## src/rtl/nextasic_serial_pkg.sv

```systemverilog
// Link-level constants and FSM encoding shared by the serial transmitter and receiver.
// No timing or flow-control behaviour of its own.
package nextasic_serial_pkg;

  localparam int   FRAME_BITS  = 40;
  localparam logic START_LEVEL = 1'b1;
  localparam logic IDLE_LEVEL  = 1'b0;
  localparam int   MIN_GAP     = 2;
  localparam int   BIT_CNT_W   = 6;
  localparam int   GAP_CNT_W   = 4;

  typedef enum logic [1:0] {
    ST_IDLE  = 2'd0,
    ST_START = 2'd1,
    ST_DATA  = 2'd2,
    ST_GAP   = 2'd3
  } state_e;

endpackage

```

## src/rtl/serial_transmitter_if.sv

```systemverilog
// Producer-side valid/ready word handshake into the serial transmitter (zero latency).
// Transfer when tx_valid & tx_ready; the producer holds tx_data while tx_ready is low.
interface serial_transmitter_if;
  import nextasic_serial_pkg::*;

  logic [FRAME_BITS-1:0] tx_data;
  logic                  tx_valid;
  logic                  tx_ready;

  modport master (output tx_data, output tx_valid, input tx_ready);
  modport slave  (input tx_data, input tx_valid, output tx_ready);

endinterface

```

## src/rtl/serial_transmitter.sv

```systemverilog
// Serialises 40-bit words as start bit + LSB-first data + IDLE_GAP zeros; start bit 1 cycle after accept.
// A one-word holding buffer queues the next frame; tx_ready drops while it is full.
module serial_transmitter
  import nextasic_serial_pkg::*;
#(
  parameter int IDLE_GAP = 4,
  parameter int CNT_W    = 16
) (
  input  logic                clk,
  input  logic                reset_n,
  serial_transmitter_if.slave tx_if,
  output logic                so,
  output logic                busy,
  output logic                frame_done,
  output logic [CNT_W-1:0]    frames_sent
);

  localparam logic [1:0] S_IDLE  = ST_IDLE;
  localparam logic [1:0] S_START = ST_START;
  localparam logic [1:0] S_DATA  = ST_DATA;
  localparam logic [1:0] S_GAP   = ST_GAP;

  localparam logic [BIT_CNT_W-1:0] LAST_BIT = BIT_CNT_W'(FRAME_BITS - 1);
  localparam logic [GAP_CNT_W-1:0] GAP_LAST = GAP_CNT_W'(IDLE_GAP - 1);

  generate
    if (IDLE_GAP < MIN_GAP || IDLE_GAP > 15) begin : g_bad_gap
      $fatal(1, "serial_transmitter: IDLE_GAP must be in 2..15");
    end
  endgenerate

  logic [1:0]            state_q, state_d;
  logic [FRAME_BITS-1:0] hold_q, hold_d;
  logic                  hold_vld_q, hold_vld_d;
  logic [FRAME_BITS-1:0] shift_q, shift_d;
  logic [BIT_CNT_W-1:0]  bit_cnt_q, bit_cnt_d;
  logic [GAP_CNT_W-1:0]  gap_cnt_q, gap_cnt_d;
  logic                  so_q, so_d;
  logic                  frame_done_q, frame_done_d;
  logic [CNT_W-1:0]      frames_sent_q, frames_sent_d;

  always_comb begin
    state_d       = state_q;
    hold_d        = hold_q;
    hold_vld_d    = hold_vld_q;
    shift_d       = shift_q;
    bit_cnt_d     = bit_cnt_q;
    gap_cnt_d     = gap_cnt_q;
    so_d          = so_q;
    frame_done_d  = 1'b0;
    frames_sent_d = frames_sent_q;

    // Accept only into an empty buffer, so the move below never collides with a write.
    if (tx_if.tx_valid && !hold_vld_q) begin
      hold_d     = tx_if.tx_data;
      hold_vld_d = 1'b1;
    end

    case (state_q)
      S_IDLE: begin
        if (hold_vld_q) begin
          state_d    = S_START;
          shift_d    = hold_q;
          hold_vld_d = 1'b0;
          so_d       = START_LEVEL;
        end
      end
      S_START: begin
        state_d   = S_DATA;
        so_d      = shift_q[0];
        shift_d   = shift_q >> 1;
        bit_cnt_d = '0;
      end
      S_DATA: begin
        if (bit_cnt_q == LAST_BIT) begin
          state_d       = S_GAP;
          so_d          = IDLE_LEVEL;
          gap_cnt_d     = '0;
          frame_done_d  = 1'b1;
          frames_sent_d = frames_sent_q + 1'b1;
        end else begin
          so_d      = shift_q[0];
          shift_d   = shift_q >> 1;
          bit_cnt_d = bit_cnt_q + 1'b1;
        end
      end
      S_GAP: begin
        if (gap_cnt_q == GAP_LAST) begin
          if (hold_vld_q) begin
            state_d    = S_START;
            shift_d    = hold_q;
            hold_vld_d = 1'b0;
            so_d       = START_LEVEL;
          end else begin
            state_d = S_IDLE;
          end
        end else begin
          gap_cnt_d = gap_cnt_q + 1'b1;
        end
      end
      default: state_d = S_IDLE;
    endcase
  end

  always_ff @(posedge clk or negedge reset_n) begin
    if (!reset_n) begin
      state_q       <= S_IDLE;
      hold_q        <= '0;
      hold_vld_q    <= 1'b0;
      shift_q       <= '0;
      bit_cnt_q     <= '0;
      gap_cnt_q     <= '0;
      so_q          <= IDLE_LEVEL;
      frame_done_q  <= 1'b0;
      frames_sent_q <= '0;
    end else begin
      state_q       <= state_d;
      hold_q        <= hold_d;
      hold_vld_q    <= hold_vld_d;
      shift_q       <= shift_d;
      bit_cnt_q     <= bit_cnt_d;
      gap_cnt_q     <= gap_cnt_d;
      so_q          <= so_d;
      frame_done_q  <= frame_done_d;
      frames_sent_q <= frames_sent_d;
    end
  end

  assign tx_if.tx_ready = ~hold_vld_q;
  assign so             = so_q;
  assign busy           = (state_q != S_IDLE) | hold_vld_q;
  assign frame_done     = frame_done_q;
  assign frames_sent    = frames_sent_q;

endmodule

```

## src/flat_wrapper.sv

```systemverilog
// flat-port wrapper written by rule: the top's interface ports become plain ports
module serial_transmitter_flat import nextasic_serial_pkg::*;
#(
  parameter int IDLE_GAP = 4,
  parameter int CNT_W    = 16
)
  (clk, reset_n, so, busy, frame_done, frames_sent, tx_if_tx_data, tx_if_tx_valid, tx_if_tx_ready);
  serial_transmitter_if tx_if_i ();
  input  logic clk;
  input  logic reset_n;
  output logic so;
  output logic busy;
  output logic frame_done;
  output logic [CNT_W-1:0] frames_sent;
  input wire logic [$bits(tx_if_i.tx_data)-1:0] tx_if_tx_data;
  input wire logic [$bits(tx_if_i.tx_valid)-1:0] tx_if_tx_valid;
  output wire logic [$bits(tx_if_i.tx_ready)-1:0] tx_if_tx_ready;
  assign tx_if_i.tx_data = tx_if_tx_data;
  assign tx_if_i.tx_valid = tx_if_tx_valid;
  assign tx_if_tx_ready = tx_if_i.tx_ready;
  serial_transmitter #(.IDLE_GAP(IDLE_GAP), .CNT_W(CNT_W)) u_core (.clk(clk), .reset_n(reset_n), .tx_if(tx_if_i), .so(so), .busy(busy), .frame_done(frame_done), .frames_sent(frames_sent));
endmodule
```

## config.mk

```make
export PLATFORM = sky130hd
export DESIGN_NAME = serial_transmitter_flat
export DESIGN_NICKNAME = d
export VERILOG_FILES = /design/src/rtl/nextasic_serial_pkg.sv /design/src/rtl/serial_transmitter_if.sv /design/src/rtl/serial_transmitter.sv /design/src/flat_wrapper.sv
export SDC_FILE = /design/constraint.sdc
export NUM_CORES = 1
export LEC_CHECK = 0
export CORE_ASPECT_RATIO = 0.5
export CORE_MARGIN = 3
export CORE_UTILIZATION = 42
export CTS_CLUSTER_DIAMETER = 200
export CTS_CLUSTER_SIZE = 20
export DETAILED_ROUTE_END_ITERATION = 16
export DONT_BUFFER_PORTS = 1
export HOLD_SLACK_MARGIN = 0.02
export PLACE_DENSITY = 0.65
export SLEW_MARGIN = 5
export SYNTH_ARGS = -nofsm -noshare
export SYNTH_HDL_FRONTEND = slang
export SYNTH_SLANG_ARGS = --single-unit
```

## constraint.sdc

```tcl
create_clock -name clk -period 6.7 [get_ports clk]
set_clock_uncertainty 0.2 [all_clocks]
set_input_delay 1.005 -clock clk [delete_from_list [all_inputs] [get_ports clk]]
set_output_delay 1.005 -clock clk [all_outputs]
set_load 0.02 [all_outputs]
```

==> metrics.csv, run 1 <==
metric,value,unit
outcome,"complete, no violations",
drt-initial-drc-count,146,
finalSetupTns,0,ps
cts_tree,yes,
die_y,82.7,um
drcViolationCount,0,
synth_cells,414,
cts_setup_buffers,0,
synth.distinct_cells,44,
via_per_inst,5.16,
placed_area,5070,sq um
hp-class,input port to async pin,
drive_above_1_share,0.162,
fa_ha_area_frac,0.0177,
grt_util_met3,0.0463,
seqCellArea,2780,sq um
vias,2954,
synth_largest_type_area_fraction,0.563,
cts_num_sinks,111,
warnings,31,
slew_headroom,0.482,
ys_cells,414,
syn_to_final_growth,9.02,%
end_kind,flop,
final_common_cell,dfrtp_1,
syn-num-nets,464,
clockBufferDepth,2,
top_logic_kind,multiplexers,
ys_sh_aoi,0.0834,
cts_resized,0,
antenna_cells,0,
regToRegEndpoint,u_core.bit_cnt_q[3]$_DFFE_PN0P_,
xor_share,0.0266,
ant_nets,0,
numCtsBuffers,9,
dieArea,13200,sq um
ff_type,dfrtp_1,
mux_area_frac,0.179,
avgSynthCellArea,11.9,sq um
fp-row-count,27,
worst_r2r_startpoint,u_core.state_q[0]$_DFFE_PN0P_,
nets,459,
grt_pass1_wl,14000,um
wl_met3,371,um
p_per_area,519,nW/um^2
tightestPinTransition,777,ps
yosys_area,4940,sq um
fmax,342,MHz
path_clk_slew,70,ps
top_layer_used,met4,
hold_buffers,0,
min_period,2930,ps
grt_max_degree,112,
fp_util,0.440,
cp-startpoint,u_core.state_q[0]$_DFFE_PN0P_,
die_w,159,um
synthTopCellsByArea,"dfrtp_1, mux2_2, mux2i_1",
finalMaxSlewViolations,0,
comb_area,2040,sq um
wl,8380,um
cp-endpoint,u_core.bit_cnt_q[3]$_DFFE_PN0P_,
vdd_ir_drop_max,249,uV
met2_usage,0.218,
dp_hpwl,5410,um
fin_area,5380,sq um
cap_violations,0,
start_kind,flop,
wl_met2,3830,um
top_area_cell,dfrtp_1,
overflow,0,
io_buffers,0,
met1_usage,0.168,
r2r_slack,3770,ps
simple_gate_area_frac,0.104,
postSynth.asyncResetShare,1.00,
worst_ep_required_time,6690,ps
first_pass_iters,4,
synth-edff-count,0,
drt-met1-wl,4090,um
crit_type,flop to flop,
grt_most_used_layer,met2,
crit_arrival,2920,ps
grt.total_usage,0.132,
coreArea,11200,sq um
htree_levels,3,
grt_pass1_vias,2849,
wire_per_inst,14.6,um
final_cell_mix,"dfrtp_1, nor2_1, a21oi_1",
fill_cells,1038,
leakage,2.32,nW
r2r_cells,7,
ys_seq_elements,111,
io_pins,63,
yosysSeqAreaShare,0.563,
antenna_found_initial,0,
hold_viol,0,
gp_congestion,0.737,
rsz0062_at_grt,no,
setup_viol,0,
worst-path-max-fanout,29,
yosysWarnings,0,
netlist_area,4940,sq um
clock_latency,340,ps
[run 1: critical path: stages, from the launching register on]
cell and delay (ps):
dfrtp_1 400, inv_1 100, ha_2 850, buf_4 450, clkinv_1 360, a21oi_1 200, nand2b_1 120, o41ai_1 80
[run 1: state kept, by name, summed over array words and instances, names as in the netlist]
register,cells
u_core.gap_cnt_q,4
u_core.frames_sent,16
u_core.bit_cnt_q,6
u_core.hold_q,40
u_core.hold_vld_q,1
u_core.shift_q,40
u_core.so,1
u_core.frame_done,1
u_core.state_q,2
[run 1: cell usage after synthesis (7+ instances only)]
| master | instances |
|---|---|
| dfrtp_1 | 111 |
| mux2i_1 | 41 |
| nand2_1 | 9 |
| nor2_1 | 49 |
| ha_1 | 7 |
| nand3_1 | 12 |
| a21oi_1 | 44 |
| xnor2_1 | 10 |
| inv_1 | 9 |
| mux2_2 | 42 |
| nand4_1 | 7 |
| clkbuf_1 | 10 |
[run 1: power breakdown]
group / switching [mW] / internal (mW) / leakage, nW / total [mW]
Sequential: 0.155 / 0.958 / 1.33 / 1.11
Clock: 0.238 / 0.303 / 0.151 / 0.541
Combinational: 0.609 / 0.531 / 0.839 / 1.14
[run 1: per-stage QoR]
stage	util	instances	hold WS, ps	power [mW]	setup slack, ps
2_1_floorplan	-	414	280	2.10	4460
3_3_place_gp	0.452	557	291	2.24	3860
3_5_place_dp	0.452	557	294	2.29	3790
4_1_cts	0.480	573	141	2.84	3770
5_1_grt	0.480	573	136	3.02	3500
6_report	0.480	573	157	2.79	3770
[run 1: layout make-up]
type | instances | share of cell area
tap | 159 | 0.0370
clock inverter | 6 | 0.0126
sequential | 111 | 0.516
timing repair buffer | 3 | 0.00419
multi-input combinational | 274 | 0.379
clock buffer | 10 | 0.0444
inverter | 10 | 0.00698
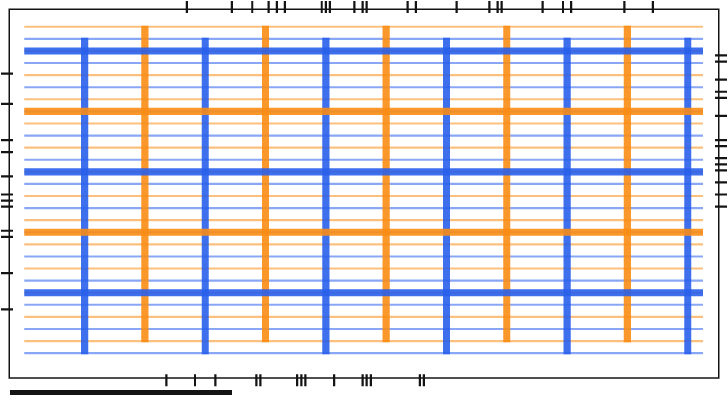
*Floorplan with the power grid, run 1*
Scale bar: 50 um. Pins as bars on the die edge.
colour	net
orange	VDD
blue	VSS
met4 straps	11
met5 straps	5
met1 rails	28
rows	27

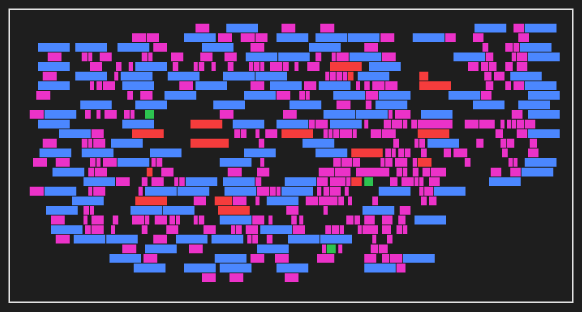
*Placement by cell class, run 1*
colour	class	cells
blue	sequential cells	111
green	remaining buffers and delay cells	3
magenta	remaining logic cells	284
red	clock drivers and dummy loads	16

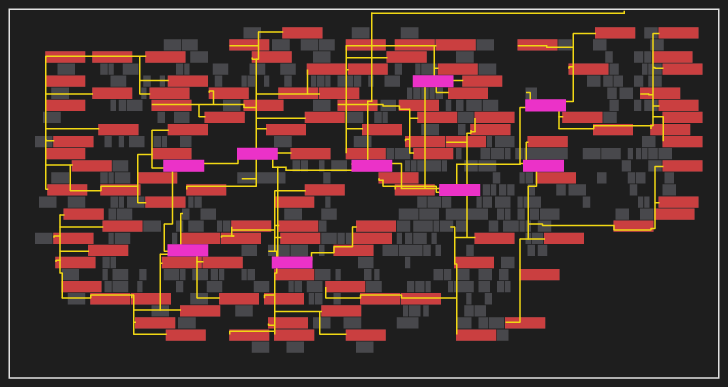
*Clock distribution, run 1*
[red] flip-flops | count: 111
[yellow] clock wires | length: 1280 um
[magenta] clock-net drivers | count: 9
flops lie	spread over the die

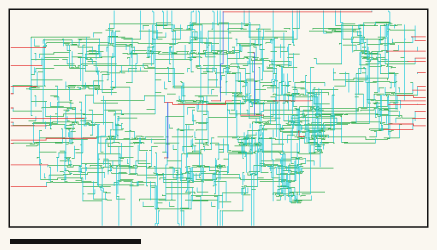
*Routed metal, one colour a layer, run 1*
Scale bar: 50 um.
colour	layer	wire length
cyan	M2	3830 um
green	M1	4090 um
blue	M4	79.8 um
red	M3	371 um

==> run 2, diff against run 1 <==
clock period = 2.85 ns   (was 6.7 ns; I/O delays follow)
==> metrics.csv, run 2 <==
metric,value,unit,change
outcome,finished with violations,,
violations,negative hold slack,,
end_kind,flop,,
comb_area_frac,0.362,,-0.0166
coreArea,11200,sq um,unchanged
drt-initial-drc-count,242,,+66%
tightestPinTransition,571,ps,-207 ps
cts_tree,yes,,
synth_cells,414,,unchanged
synth.distinct_cells,44,,unchanged
fill_cells,1014,,-2.3%
buffer_area_frac,0.0516,,+0.0474
whs,-424,ps,-582 ps
yosysWarnings,0,,unchanged
htree_levels,3,,unchanged
overflow,0,,unchanged
top_area_cell,dfrtp_1,,
synthTopCellsByArea,"dfrtp_1, mux2_2, mux2i_1",,
via_per_inst,5.11,,-0.84%
fa_ha_area_frac,0.0177,,unchanged
hold_viol,111,,+111
fp-row-count,27,,unchanged
seqAreaFraction,0.494,,-0.0226
io_buffers,0,,unchanged
clkCellAreaFrac,0.0507,,-0.00627
simple_gate_area_frac,0.104,,unchanged
flops,111,,unchanged
ys_sh_aoi,0.0834,,unchanged
ys_seq_elements,111,,unchanged
ant_nets,0,,unchanged
critical-path-max-stage-delay,560,ps,-290 ps
p_sw,2.47,mW,+150%
nMultiInputCombCells,274,,unchanged
comb_area,2040,sq um,unchanged
dominant_cells,registers,,
final_cell_mix,"dfrtp_1, nor2_1, a21oi_1",,
final_common_cell,dfrtp_1,,
synthTopCellsByCount,"dfrtp_1, nor2_1, a21oi_1",,
crit_type,flop to flop,,
placed_area,5120,sq um,+0.94%
warnings,33,,+6.5%
first_pass_iters,5,,+1
wire_per_inst,14.7,um,+0.75%
cts_resized,0,,unchanged
utilization,0.502,,+0.0220
path_cells,inv_1 > ha_2 > nor2_1 > a221oi_4 > buf_12 > nor2_1 > a21oi_1,,
p_int,4.22,mW,+140%
netlist_area,4940,sq um,unchanged
clockBufferDepth,2,,unchanged
buffers,28,,+25
fin_ws,555,ps,-3220 ps
grt_pass1_wl,14700,um,+5.3%
rsz0062_at_grt,no,,
synth-edff-count,0,,unchanged
ff_type,dfrtp_1,,
avgSynthCellArea,11.9,sq um,unchanged
yosys_area,4940,sq um,unchanged
grt_max_degree,112,,unchanged
dp_hpwl,5710,um,+5.6%
min_period,2290,ps,-633 ps
combPwrFrac,0.427,,+0.019
ys_cells,414,,unchanged
path_clk_slew,80,ps,about the same
mux_area_frac,0.179,,unchanged
fin_cells,598,,+4.4%
fin_area,5630,sq um,+4.6%
io_pins,63,,unchanged
xor_share,0.0266,,unchanged
drcViolationCount,0,,unchanged
start_kind,flop,,
numCtsBuffers,9,,unchanged
inverters,10,,unchanged
top_cell,dfrtp_1,,
top_logic_kind,multiplexers,,
grt_pass1_vias,2925,,+2.7%
crit_slowest_cell,ha_2,,
pwr-share-seq,0.392,,-0.006
crit_top_cell,nor2_1,,
finalMaxSlewViolations,0,,unchanged
postSynth.asyncResetShare,1.00,,unchanged
fp_util,0.440,,unchanged
numPlacedInstances,560,,+0.54%
p_sw_frac,0.370,,+0.0110
syn-num-nets,464,,unchanged
power.total,6.69,mW,+140%
die_y,82.7,um,unchanged
dieArea,13200,sq um,unchanged
==> run 2: netlist changes by cell type in the layout (fill, tap and decap cells not counted), sizes merged <==
cell and change:
dlygate4sd3 +22, buf +3, bufinv -1, clkinvlp +1
==> run 2: what timing repair did <==
| item | CTS | global route |
|---|---|---|
| endpoints found under the hold margin | 123 | 121 |
| hold buffers | 12 | 10 |
| buffers inserted | 0 | 0 |
| setup endpoints to repair | 0 | 0 |
==> run 2: power by group through the flow <==
stage | combinational [mW] | clock (mW) | sequential, mW
2_1_floorplan | 2.41 | 0 | 2.53
3_3_place_gp | 2.78 | 0 | 2.64
3_5_place_dp | 2.87 | 0 | 2.66
4_1_cts | 2.89 | 1.24 | 2.63
5_1_grt | 3.20 | 1.30 | 2.71
6_report | 2.86 | 1.21 | 2.62
==> run 2: worst paths after layout <==
check	startpoint	endpoint	slack (ps)	cells after the start
worst max-delay path	u_core.state_q[0]$_DFFE_PN0P_	u_core.shift_q[27]$_DFFE_PN0P_	560	7
worst min-delay path	reset_n	u_core.bit_cnt_q[1]$_DFFE_PN0P_	-420	0
worst max register to register	u_core.state_q[0]$_DFFE_PN0P_	u_core.shift_q[27]$_DFFE_PN0P_	560	7
worst min register to register	u_core.hold_q[7]$_DFFE_PN0P_	u_core.hold_q[7]$_DFFE_PN0P_	310	1
max in group asynchronous	reset_n	u_core.gap_cnt_q[1]$_DFFE_PN0P_	2720	0
min in group clk	tx_if_tx_data[13]	u_core.hold_q[13]$_DFFE_PN0P_	30	1
==> run 2: routing by layer <==
layer  routed length, um  vias to the layer above  track usage
met2                3910                       69        0.212
met5                   0                        -            0
met3                 430                        7       0.0458
met1                4400                     1462        0.192
met4                  68                        0       0.0288
li1                    -                     1519            -
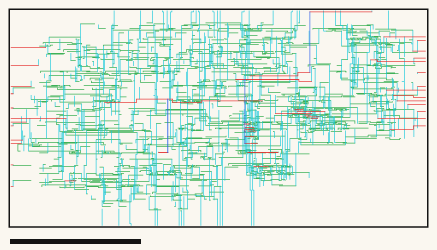
*Routed metal, one colour a layer, run 2*
Scale bar: 50 um.
colour	layer	wire length
cyan	M2	3910 um
red	M3	430 um
green	M1	4400 um
blue	M4	68.0 um
via count: 3057
GRT Overall Usage: 0.138
Post-Route WL: 8810 um

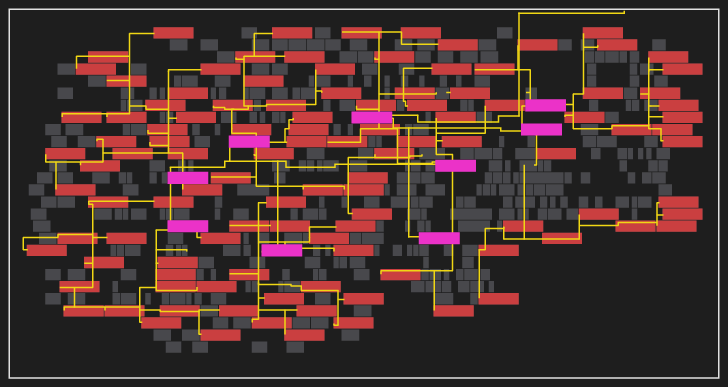
*Clock distribution, run 2*
[yellow] clock wires | length: 1310 um
[magenta] clock-net drivers | count: 9
[red] flip-flops | count: 111
flops lie	spread over the die
clock latency on the worst-skew pair: 350 ps
Clk network pwr share: 0.181

==> run 3, diff against run 2 <==
clock period = 2.3 ns   (was 2.85 ns; I/O delays follow)
==> metrics.csv, run 3 <==
metric,value,unit,change
syn_to_final_growth,20.6,%,
synthTopCellsByCount,"dfrtp_1, nor2_1, a21oi_1",,
fin_cells,627,,+4.8%
clockPowerShare,0.187,,+0.006
synth.distinct_cells,44,,unchanged
met1_usage,0.190,,-0.00168
io_pins,63,,unchanged
fin_area,5950,sq um,+5.8%
path_cells,ha_1 > or3b_4 > a221oi_4 > buf_4 > buf_12 > nor2_1 > a21oi_1,,
drt-initial-drc-count,240,,-0.83%
wl_met2,4180,um,+6.9%
p_sw,3.11,mW,+26%
grt_pass1_vias,3054,,+4.4%
fp-row-count,27,,unchanged
fin_ws,137,ps,-419 ps
yosys_area,4940,sq um,unchanged
comb_area,2040,sq um,+0.25%
vias,3190,,+4.4%
ys_cells,414,,unchanged
slew_headroom,0.668,,
p_sw_frac,0.357,,-0.0130
seqCellArea,2780,sq um,
gp_congestion,0.823,,
outcome,finished with violations,,
cts_tree,yes,,
fmax,462,MHz,
warnings,34,,+3.0%
grt_util_met3,0.0448,,-0.000997
path_clk_slew,70,ps,about the same
crit_buf_inv,2,,
start_kind,flop,,
clockBufferDepth,2,,unchanged
whs,-508,ps,-83.3 ps
syn-num-nets,464,,unchanged
tightestPinTransition,492,ps,-78.5 ps
grt_pass1_wl,15100,um,+2.5%
hp-class,input port to async pin,,
first_pass_iters,4,,-1
setup_viol,0,,
p_int,5.61,mW,+33%
io_buffers,0,,unchanged
nets,512,,
crit_slowest_cell,or3b_4,,
violations,negative hold slack,,
yosysWarnings,0,,unchanged
synth-edff-count,0,,unchanged
finalMaxSlewViolations,0,,unchanged
worst-path-max-fanout,36,,
synth_largest_type_area_fraction,0.563,,
netlist_area,4940,sq um,unchanged
avgSynthCellArea,11.9,sq um,unchanged
overflow,0,,unchanged
top_layer_used,met4,,
grt.total_usage,0.141,,+0.00325
top_cell,dfrtp_1,,
final_common_cell,dfrtp_1,,
numCtsBuffers,9,,unchanged
power.total,8.72,mW,+30%
numPlacedInstances,566,,+1.1%
pwr-share-seq,0.374,,-0.018
cp-startpoint,u_core.gap_cnt_q[0]$_DFFE_PN0P_,,
period_used_share,0.941,,
cts-root-buf,clkbuf_16,,
utilization,0.531,,+0.0290
crit_arrival,2230,ps,
htree_levels,3,,unchanged
dp_hpwl,5840,um,+2.4%
postSynth.asyncResetShare,1.00,,unchanged
via_per_inst,5.09,,-0.48%
wl,9150,um,+3.9%
end_kind,flop,,
hold_buffers,41,,+29
min_period,2160,ps,-131 ps
fp_util,0.440,,unchanged
final_cell_mix,"dfrtp_1, nor2_1, a21oi_1",,
finalSetupTns,0,ps,
leakage,2.58,nW,
worst_ep_required_time,2370,ps,
wl_met3,427,um,-0.70%
synthTopCellsByArea,"dfrtp_1, mux2_2, mux2i_1",,
hold_viol,111,,unchanged
met2_usage,0.224,,+0.0115
crit_family,simple AND/OR/NAND/NOR gates,,
grt_max_degree,112,,unchanged
p_per_area,1460,nW/um^2,
combPwrFrac,0.439,,+0.012
yosysSeqAreaShare,0.563,,
ys_seq_elements,111,,unchanged
dieArea,13200,sq um,unchanged
drcViolationCount,0,,unchanged
clock_latency,340,ps,about the same
ant_nets,0,,unchanged
ff_type,dfrtp_1,,
crit_type,flop to flop,,
antenna_found_initial,0,,
placed_area,5180,sq um,+1.1%
critical-path-max-stage-delay,420,ps,-140 ps
drive_above_1_share,0.171,,
worst_r2r_startpoint,u_core.gap_cnt_q[0]$_DFFE_PN0P_,,
cap_violations,0,,
fill_cells,977,,-3.6%
cts_num_sinks,111,,
place_ws,94.2,ps,
drt-met1-wl,4470,um,+1.7%
synth_cells,414,,unchanged
top_area_cell,dfrtp_1,,
wire_per_inst,14.6,um,-0.91%
grt_most_used_layer,met2,,
run 3: cell counts after synthesis:
No cell type changed its count.
run 3: power groups by stage:
stage / combinational (mW) / clock [mW] / sequential, mW
6_report: 3.83 / 1.63 / 3.26
3_5_place_dp: 3.62 / 0 / 3.31
4_1_cts: 3.68 / 1.68 / 3.27
3_3_place_gp: 3.51 / 0 / 3.27
2_1_floorplan: 2.99 / 0 / 3.14
5_1_grt: 4.27 / 1.76 / 3.37
run 3: cell families (layout without fill, tap and decap cells):
group           after synthesis  after routing  synth area share
compound gates               68             68            0.0834
xor+xnor                     15             15            0.0266
fa+ha+maj                     7              7            0.0177
buf+inv                      29             82            0.0264
flops                       111            111             0.563
mux                          83             83             0.179
other cells                   0              1                 0
simple gates                101            101             0.104
run 3: path summary, 6_finish.rpt:
kind / slack (ps) / endpoint / cells after the start
min reg2reg: 310 / u_core.hold_q[8]$_DFFE_PN0P_ / 1
min: -510 / u_core.frames_sent[11]$_DFFE_PN0P_ / 0
max: 140 / u_core.shift_q[23]$_DFFE_PN0P_ / 7
max in group asynchronous: 2230 / u_core.gap_cnt_q[2]$_DFFE_PN0P_ / 0
max reg2reg: 140 / u_core.shift_q[23]$_DFFE_PN0P_ / 7
min in group clk: 310 / u_core.hold_q[8]$_DFFE_PN0P_ / 1
run 3: cell type report:
type                            instances  area share
Antenna cell                            1    0.000420
Clock buffer                           12      0.0431
Clock inverter                          4     0.00988
Inverter                               10     0.00631
Multi-Input combinational cell        274       0.343
Sequential cell                       111       0.467
Tap cell                              159      0.0334
Timing Repair Buffer                   56      0.0971
run 3: timing repair:
action                                 CTS  global route
endpoints found under the hold margin  152           111
resized                                  0             2
buffers inserted                         0             2
setup endpoints to repair                0            30
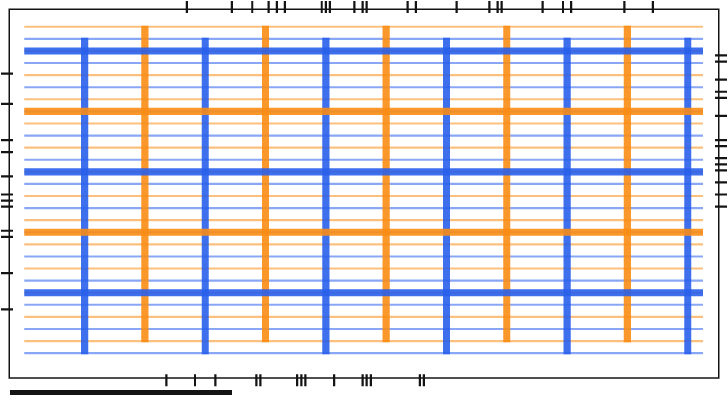
*Floorplan with the power grid, run 3*
Scale bar: 50 um. Pins as bars on the die edge.
colour	net
blue	VSS
orange	VDD
met5 straps	5
signal pins	63
met1 rails	28
Core ar.: 11200 sq um
Die H: 82.7 um
Die Wd: 159 um
Max IR drop VDD: 930 uV

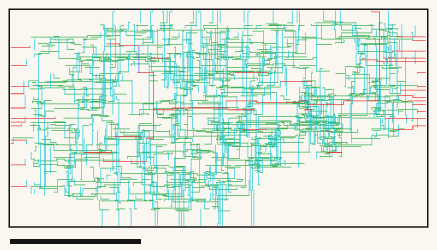
*Routed metal, one colour a layer, run 3*
Scale bar: 50 um.
colour	layer	wire length
cyan	M2	4180 um
red	M3	427 um
green	M1	4470 um
blue	M4	69.4 um

Power figures rest on the tool's default switching activity, not on a simulated workload.
